File: src/rtl/commit_pkg.sv
// Shared constants and FSM state type for the commit monitor.
package commit_pkg;

    localparam logic [31:0] EBREAK_INST       = 32'h0010_0073;
    localparam logic [63:0] HALT_TIMEOUT_CODE = 64'hFFFF_FFFF_FFFF_FFFF;

    typedef enum logic [1:0] {RUN, HALT_PEND, HALTED} mon_state_t;

endpackage

File: src/rtl/commit_trace_ring.sv
// Ring buffer of the most recently retired PCs.
// The ring is read combinationally by age: index 0 is the newest entry.
module commit_trace_ring
    import commit_pkg::*;
#(
    parameter int unsigned TRACE_DEPTH = 16
) (
    input  logic                           clock,
    input  logic                           reset,
    input  logic                           wr_en,
    input  logic [63:0]                    wr_pc,
    input  logic [$clog2(TRACE_DEPTH)-1:0] rd_idx,
    output logic [63:0]                    rd_pc,
    output logic [63:0]                    last_pc
);
    localparam int unsigned IDX_W = $clog2(TRACE_DEPTH);

    logic [63:0]      mem_q [TRACE_DEPTH];
    logic [63:0]      mem_d [TRACE_DEPTH];
    logic [IDX_W-1:0] wr_ptr_q, wr_ptr_d;
    logic [IDX_W-1:0] rd_slot, last_slot;

    always_comb begin
        mem_d    = mem_q;
        wr_ptr_d = wr_ptr_q;
        if (wr_en) begin
            mem_d[wr_ptr_q] = wr_pc;
            wr_ptr_d        = wr_ptr_q + IDX_W'(1);
        end
    end

    always_ff @(posedge clock or posedge reset) begin
        if (reset) begin
            wr_ptr_q <= '0;
            for (int unsigned i = 0; i < TRACE_DEPTH; i++) begin
                mem_q[i] <= '0;
            end
        end else begin
            wr_ptr_q <= wr_ptr_d;
            mem_q    <= mem_d;
        end
    end

    // Power-of-two depth lets the index arithmetic wrap naturally.
    assign rd_slot   = wr_ptr_q - IDX_W'(1) - rd_idx;
    assign last_slot = wr_ptr_q - IDX_W'(1);
    assign rd_pc     = mem_q[rd_slot];
    assign last_pc   = mem_q[last_slot];

endmodule

File: src/rtl/commit_monitor.sv
// Retire-stage monitor: ebreak halt detection, counters and PC trace.
// Optional idle watchdog enabled by defining COMMIT_WATCHDOG_EN.
module commit_monitor
    import commit_pkg::*;
#(
    parameter int unsigned TRACE_DEPTH = 16,
    parameter int unsigned WDT_CYCLES  = 100000
) (
    input  logic                           clock,
    input  logic                           reset,
    input  logic                           commit_valid,
    input  logic [63:0]                    commit_pc,
    input  logic [31:0]                    commit_inst,
    input  logic [63:0]                    commit_a0,
    output logic                           stall_req,
    output logic                           halt_valid,
    output logic [63:0]                    halt_code,
    output logic [63:0]                    halt_pc,
    output logic [63:0]                    inst_count,
    output logic [63:0]                    cycle_count,
    input  logic [$clog2(TRACE_DEPTH)-1:0] trace_rd_idx,
    output logic [63:0]                    trace_rd_pc,
    output logic                           timeout
);
    if (TRACE_DEPTH < 2 || (TRACE_DEPTH & (TRACE_DEPTH - 1)) != 0 || WDT_CYCLES == 0) begin : g_bad_cfg
        $error("commit_monitor: TRACE_DEPTH must be a power of 2 >= 2 and WDT_CYCLES > 0");
    end

    mon_state_t  state_q, state_d;
    logic [63:0] inst_count_q, inst_count_d;
    logic [63:0] cycle_count_q, cycle_count_d;
    logic [63:0] halt_code_q, halt_code_d;
    logic [63:0] halt_pc_q, halt_pc_d;
    logic [63:0] last_pc;
    logic        in_run, commit_run, ebreak_hit, wdt_fire;

    assign in_run     = (state_q == RUN);
    assign commit_run = in_run && commit_valid;
    assign ebreak_hit = commit_run && (commit_inst == EBREAK_INST);

`ifdef COMMIT_WATCHDOG_EN
    localparam int unsigned WDT_W = $clog2(WDT_CYCLES + 1);

    logic [WDT_W-1:0] idle_q, idle_d;
    logic             timeout_q, timeout_d;

    // A commit in the expiry cycle clears the count, so ebreak wins there.
    always_comb begin
        idle_d   = idle_q;
        wdt_fire = 1'b0;
        if (in_run) begin
            if (commit_valid) begin
                idle_d = '0;
            end else begin
                idle_d   = idle_q + WDT_W'(1);
                wdt_fire = (idle_d == WDT_W'(WDT_CYCLES));
            end
        end
        timeout_d = timeout_q | wdt_fire;
    end

    always_ff @(posedge clock or posedge reset) begin
        if (reset) begin
            idle_q    <= '0;
            timeout_q <= 1'b0;
        end else begin
            idle_q    <= idle_d;
            timeout_q <= timeout_d;
        end
    end

    assign timeout = timeout_q;
`else
    assign wdt_fire = 1'b0;
    assign timeout  = 1'b0;
`endif

    always_ff @(posedge clock or posedge reset) begin
        if (reset) begin
            state_q <= RUN;
        end else begin
            state_q <= state_d;
        end
    end

    always_comb begin
        state_d = state_q;
        case (state_q)
            RUN:       if (ebreak_hit || wdt_fire) state_d = HALT_PEND;
            HALT_PEND: state_d = HALTED;
            HALTED:    state_d = HALTED;
            default:   state_d = RUN;
        endcase
    end

    always_comb begin
        stall_req  = (state_q != RUN);
        halt_valid = (state_q == HALT_PEND);
    end

    always_comb begin
        inst_count_d  = inst_count_q + (commit_run ? 64'd1 : 64'd0);
        cycle_count_d = cycle_count_q + (in_run ? 64'd1 : 64'd0);
        halt_code_d   = halt_code_q;
        halt_pc_d     = halt_pc_q;
        if (ebreak_hit) begin
            halt_code_d = commit_a0;
            halt_pc_d   = commit_pc;
        end else if (wdt_fire) begin
            halt_code_d = HALT_TIMEOUT_CODE;
            halt_pc_d   = last_pc;
        end
    end

    always_ff @(posedge clock or posedge reset) begin
        if (reset) begin
            inst_count_q  <= '0;
            cycle_count_q <= '0;
            halt_code_q   <= '0;
            halt_pc_q     <= '0;
        end else begin
            inst_count_q  <= inst_count_d;
            cycle_count_q <= cycle_count_d;
            halt_code_q   <= halt_code_d;
            halt_pc_q     <= halt_pc_d;
        end
    end

    commit_trace_ring #(
        .TRACE_DEPTH(TRACE_DEPTH)
    ) u_ring (
        .clock  (clock),
        .reset  (reset),
        .wr_en  (commit_run),
        .wr_pc  (commit_pc),
        .rd_idx (trace_rd_idx),
        .rd_pc  (trace_rd_pc),
        .last_pc(last_pc)
    );

    assign inst_count  = inst_count_q;
    assign cycle_count = cycle_count_q;
    assign halt_code   = halt_code_q;
    assign halt_pc     = halt_pc_q;

endmodule

File: config.mk
export PLATFORM = sky130hd
export DESIGN_NAME = commit_monitor
export DESIGN_NICKNAME = d
export VERILOG_FILES = /design/src/rtl/commit_pkg.sv /design/src/rtl/commit_trace_ring.sv /design/src/rtl/commit_monitor.sv
export SDC_FILE = /design/constraint.sdc
export NUM_CORES = 2
export LEC_CHECK = 0
export ABC_CLOCK_PERIOD_IN_PS = 133900
export CELL_PAD_IN_SITES_DETAIL_PLACEMENT = 1
export CELL_PAD_IN_SITES_GLOBAL_PLACEMENT = 1
export CORE_MARGIN = 1
export CORE_UTILIZATION = 53
export CTS_CLUSTER_DIAMETER = 40
export DETAILED_ROUTE_END_ITERATION = 8
export GPL_TIMING_DRIVEN = 0
export PLACE_DENSITY = 0.9
export SYNTH_ARGS = -nofsm -noshare
export SYNTH_HDL_FRONTEND = slang
export SYNTH_SLANG_ARGS = --single-unit
File: constraint.sdc
create_clock -name clock -period 133.9 [get_ports clock]
set_input_delay 26.78 -clock clock [delete_from_list [all_inputs] [get_ports clock]]
set_output_delay 26.78 -clock clock [all_outputs]
set_load 0.005 [all_outputs]
final_congestion.png
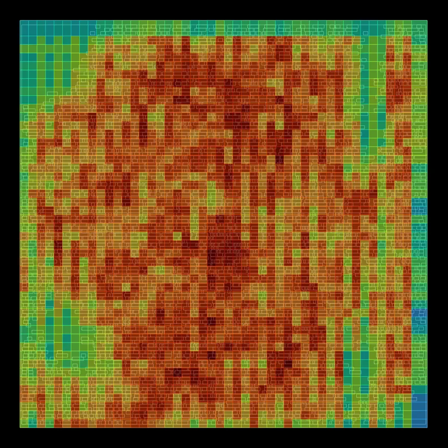
GR Layer Usage met2: 63.4%
GRT met1 Usage: 45.8%
utilization of the core after routing: 66.2%

zoom.png
Window x 153 to 178, y 87 to 112 um. Cells in grey, sequential cells in the stronger grey; small squares are vias.
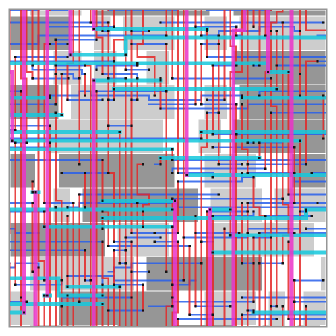
- blue: met1
- cyan: met3
- red: met2
- magenta: met4
- cells with their middle in the window: 29
- sequential cells in the window: 9
- netlist names of flops here include: `u_ring.mem_q` (9)
- most frequent: dfrtp_1 (9), mux2_2 (6), buf_2 (5)

==> deck_impl_summary.md <==
Implementation Results

STA
  • Final setup slack of the worst path: approximately 75 ns
  • Count of endpoints failing setup in the final report: 0
  • Final Cycle Share: 43.6%
  • Worst Tran Pin Value: 1.60 ns
  • Top achievable clock speed: ~17 MHz
  • Total count of max-transition violations in the final report: 11
  • Final Skew: roughly 0.034 ns
  • Slew headroom: -6.65%
  • Shortest clock period the worst path allows after layout: ~58 ns
  • Final-report hold violation count: 0

Final layout
  • Ant diodes: 9
  • Layout cell share with drive strength beyond 1: about two fifths
  • Tally of clock buffers in the finished layout: around 210
  • Reg with most FFs: u_ring.mem_q
  • Multi-input gate share of total cell area: 33.6%
  • Flop count: between 1000 and 1500
  • Clock network area share: under 10%
  • Logic cell area: about 0.024 sq mm
  • Top cell class by occupied area: sequential cells
  • Buffer share of cell area: approximately a tenth
  • Number of flip-flops in the largest register: just over 1000
  • Non-clock inverter total of the final layout: 30
  • Multi-input gates: 2250
  • Count of buffers not belonging to the clock network in the layout: between 700 and 800
  • Leading cell types in the layout, fill and taps excluded: dfrtp_1, mux2_2, clkdlybuf4s50_1

Worst setup path
  • Top fanout value on the critical path: 10
  • Last element of the critical path: trace_rd_pc[60]
  • Worst Reg-to-Reg Cells: 9
  • Sum of buffers and inverters on the critical path: 6
  • Endpoint of the worst-slack reg-to-reg timing path: u_ring.mem_q[475]
  • Minimum setup slack among reg-to-reg paths: between 100 and 150 ns
  • Critical path launch point: trace_rd_idx[0]
  • Series of cell instances along the critical path: clkdlybuf4s50_1 -> inv_1 -> ha_1 -> inv_1 -> fa_1 -> xor2_1 -> clkbuf_1 -> clkbuf_1 -> nand2_1 -> and3_1 -> a31oi_1 -> clkdlybuf4s50_1
  • Crit Path Class: input port to primary output
  • Critical Path RT: 107.12 ns
  • Arr. time, crit path: roughly 32 ns
  • Crit. End Element: primary output
  • CP top delay family: buffers and inverters

Route
  • Uppermost signal routing layer after detailed routing: met5
  • Total length of routed met3 wires: 14.7 mm
  • Total number of vias: 39600
  • Drt via density: 6.52
  • Final WL: between 200 and 250 mm
  • Routed WL per cell: about 33 um

Global routing
  • Global routing's busiest layer: met2
  • Wire length of the first global-routing pass: just over 300 mm
  • Met3 Track Usage GR: under 10%
  • Largest net degree at the start of global routing: roughly 130
  • Initial antenna violation count: 11
  • Total grt overflow: 0
  • Vias in the first global route: approximately 45000

Logic synthesis
  • Total cell area reported by yosys after synthesis: 0.0570 sq mm
  • Synthesized cell area: roughly 0.057 sq mm
  • Main flop type after synthesis: dfrtp_1
  • Largest cells by area after synthesis: dfrtp_1, mux2_2, mux4_2
  • Yosys top cell by area: dfrtp_1
  • Main logic family: multiplexers
  • Count of instantiated cells in the yosys netlist: a little under 4000
  • Synthesized instance count: ~3800
  • Post-synth tally of flip-flops with integrated enable: 0
  • Async set-or-reset flop fraction in the synthesized netlist: 100%
  • YS warnings: 0
  • Simple-Gate Fraction of Synth Area: around 5.3%
  • Register bit total from synthesis: 1286

Clock network
  • Number of clock sinks seen by CTS: ~1300
  • H-Tree Level Count: 4
  • CTS resizes: 0
  • Clock insertion delay at the later pin of the skew report: 0.80 ns
  • Cell chosen for the clock root: clkbuf_16
  • Buffers inserted by post-CTS timing repair: 0
  • Buffers from clock root to sink, at most: 3
  • TritonCTS Buffers: ~170

Min path
  • Hold-critical path depth: 1
  • Startpoint of the lowest-slack hold path: cycle_count[63]
  • Path type of the worst min-delay path: flip-flop to flip-flop
  • Endpoint, Worst Hold: cycle_count[63]

Die
  • Num ports: 490
  • Die X: around 330 um
  • Chip area: 0.109 sq mm
  • Pre-Place Util: 53.8%

Flow run
  • Max Cap Viol: 1

Pwr
  • Pwr/cell area: between 20 and 30 mW/mm^2
  • Power Internal: roughly 1.2 mW
  • P_sw: between 0.7 and 0.8 mW
  • Part of the power in the clock network: 25.1%
  • Sequential group power: about 0.66 mW
  • Reg power frac: around a third
  • Combinational-cell power consumption: between 0.7 and 0.8 mW
  • Part of the power in combinational logic: between 40% and 50%

Placed design
  • IO Port Bufs: 488
  • Dpl hpwl: roughly 120 mm
  • DP Cell Count: approximately 5800
  • Placer Congestion: between 0.8 and 0.9

Run status
  • Failing checks: capacitance limit, slew limit
  • Status: finished, violations left
registers.png
Scale: 1 px per um. Other sequential cells in the stronger grey, the rest of the logic in the fainter grey.
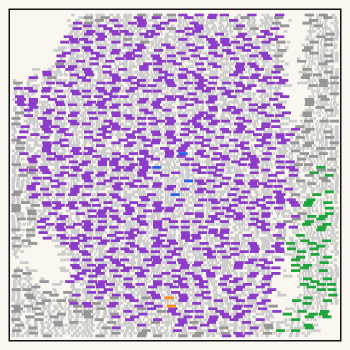
- green: `cycle_count` (sequential cells 64)
- blue: `u_ring.wr_ptr_q` (sequential cells 4; where centre)
- purple: `u_ring.mem_q` (sequential cells 1024)
- orange: `state_q` (sequential cells 2)

No activity file was given, so power comes from the tool's default toggle rates.
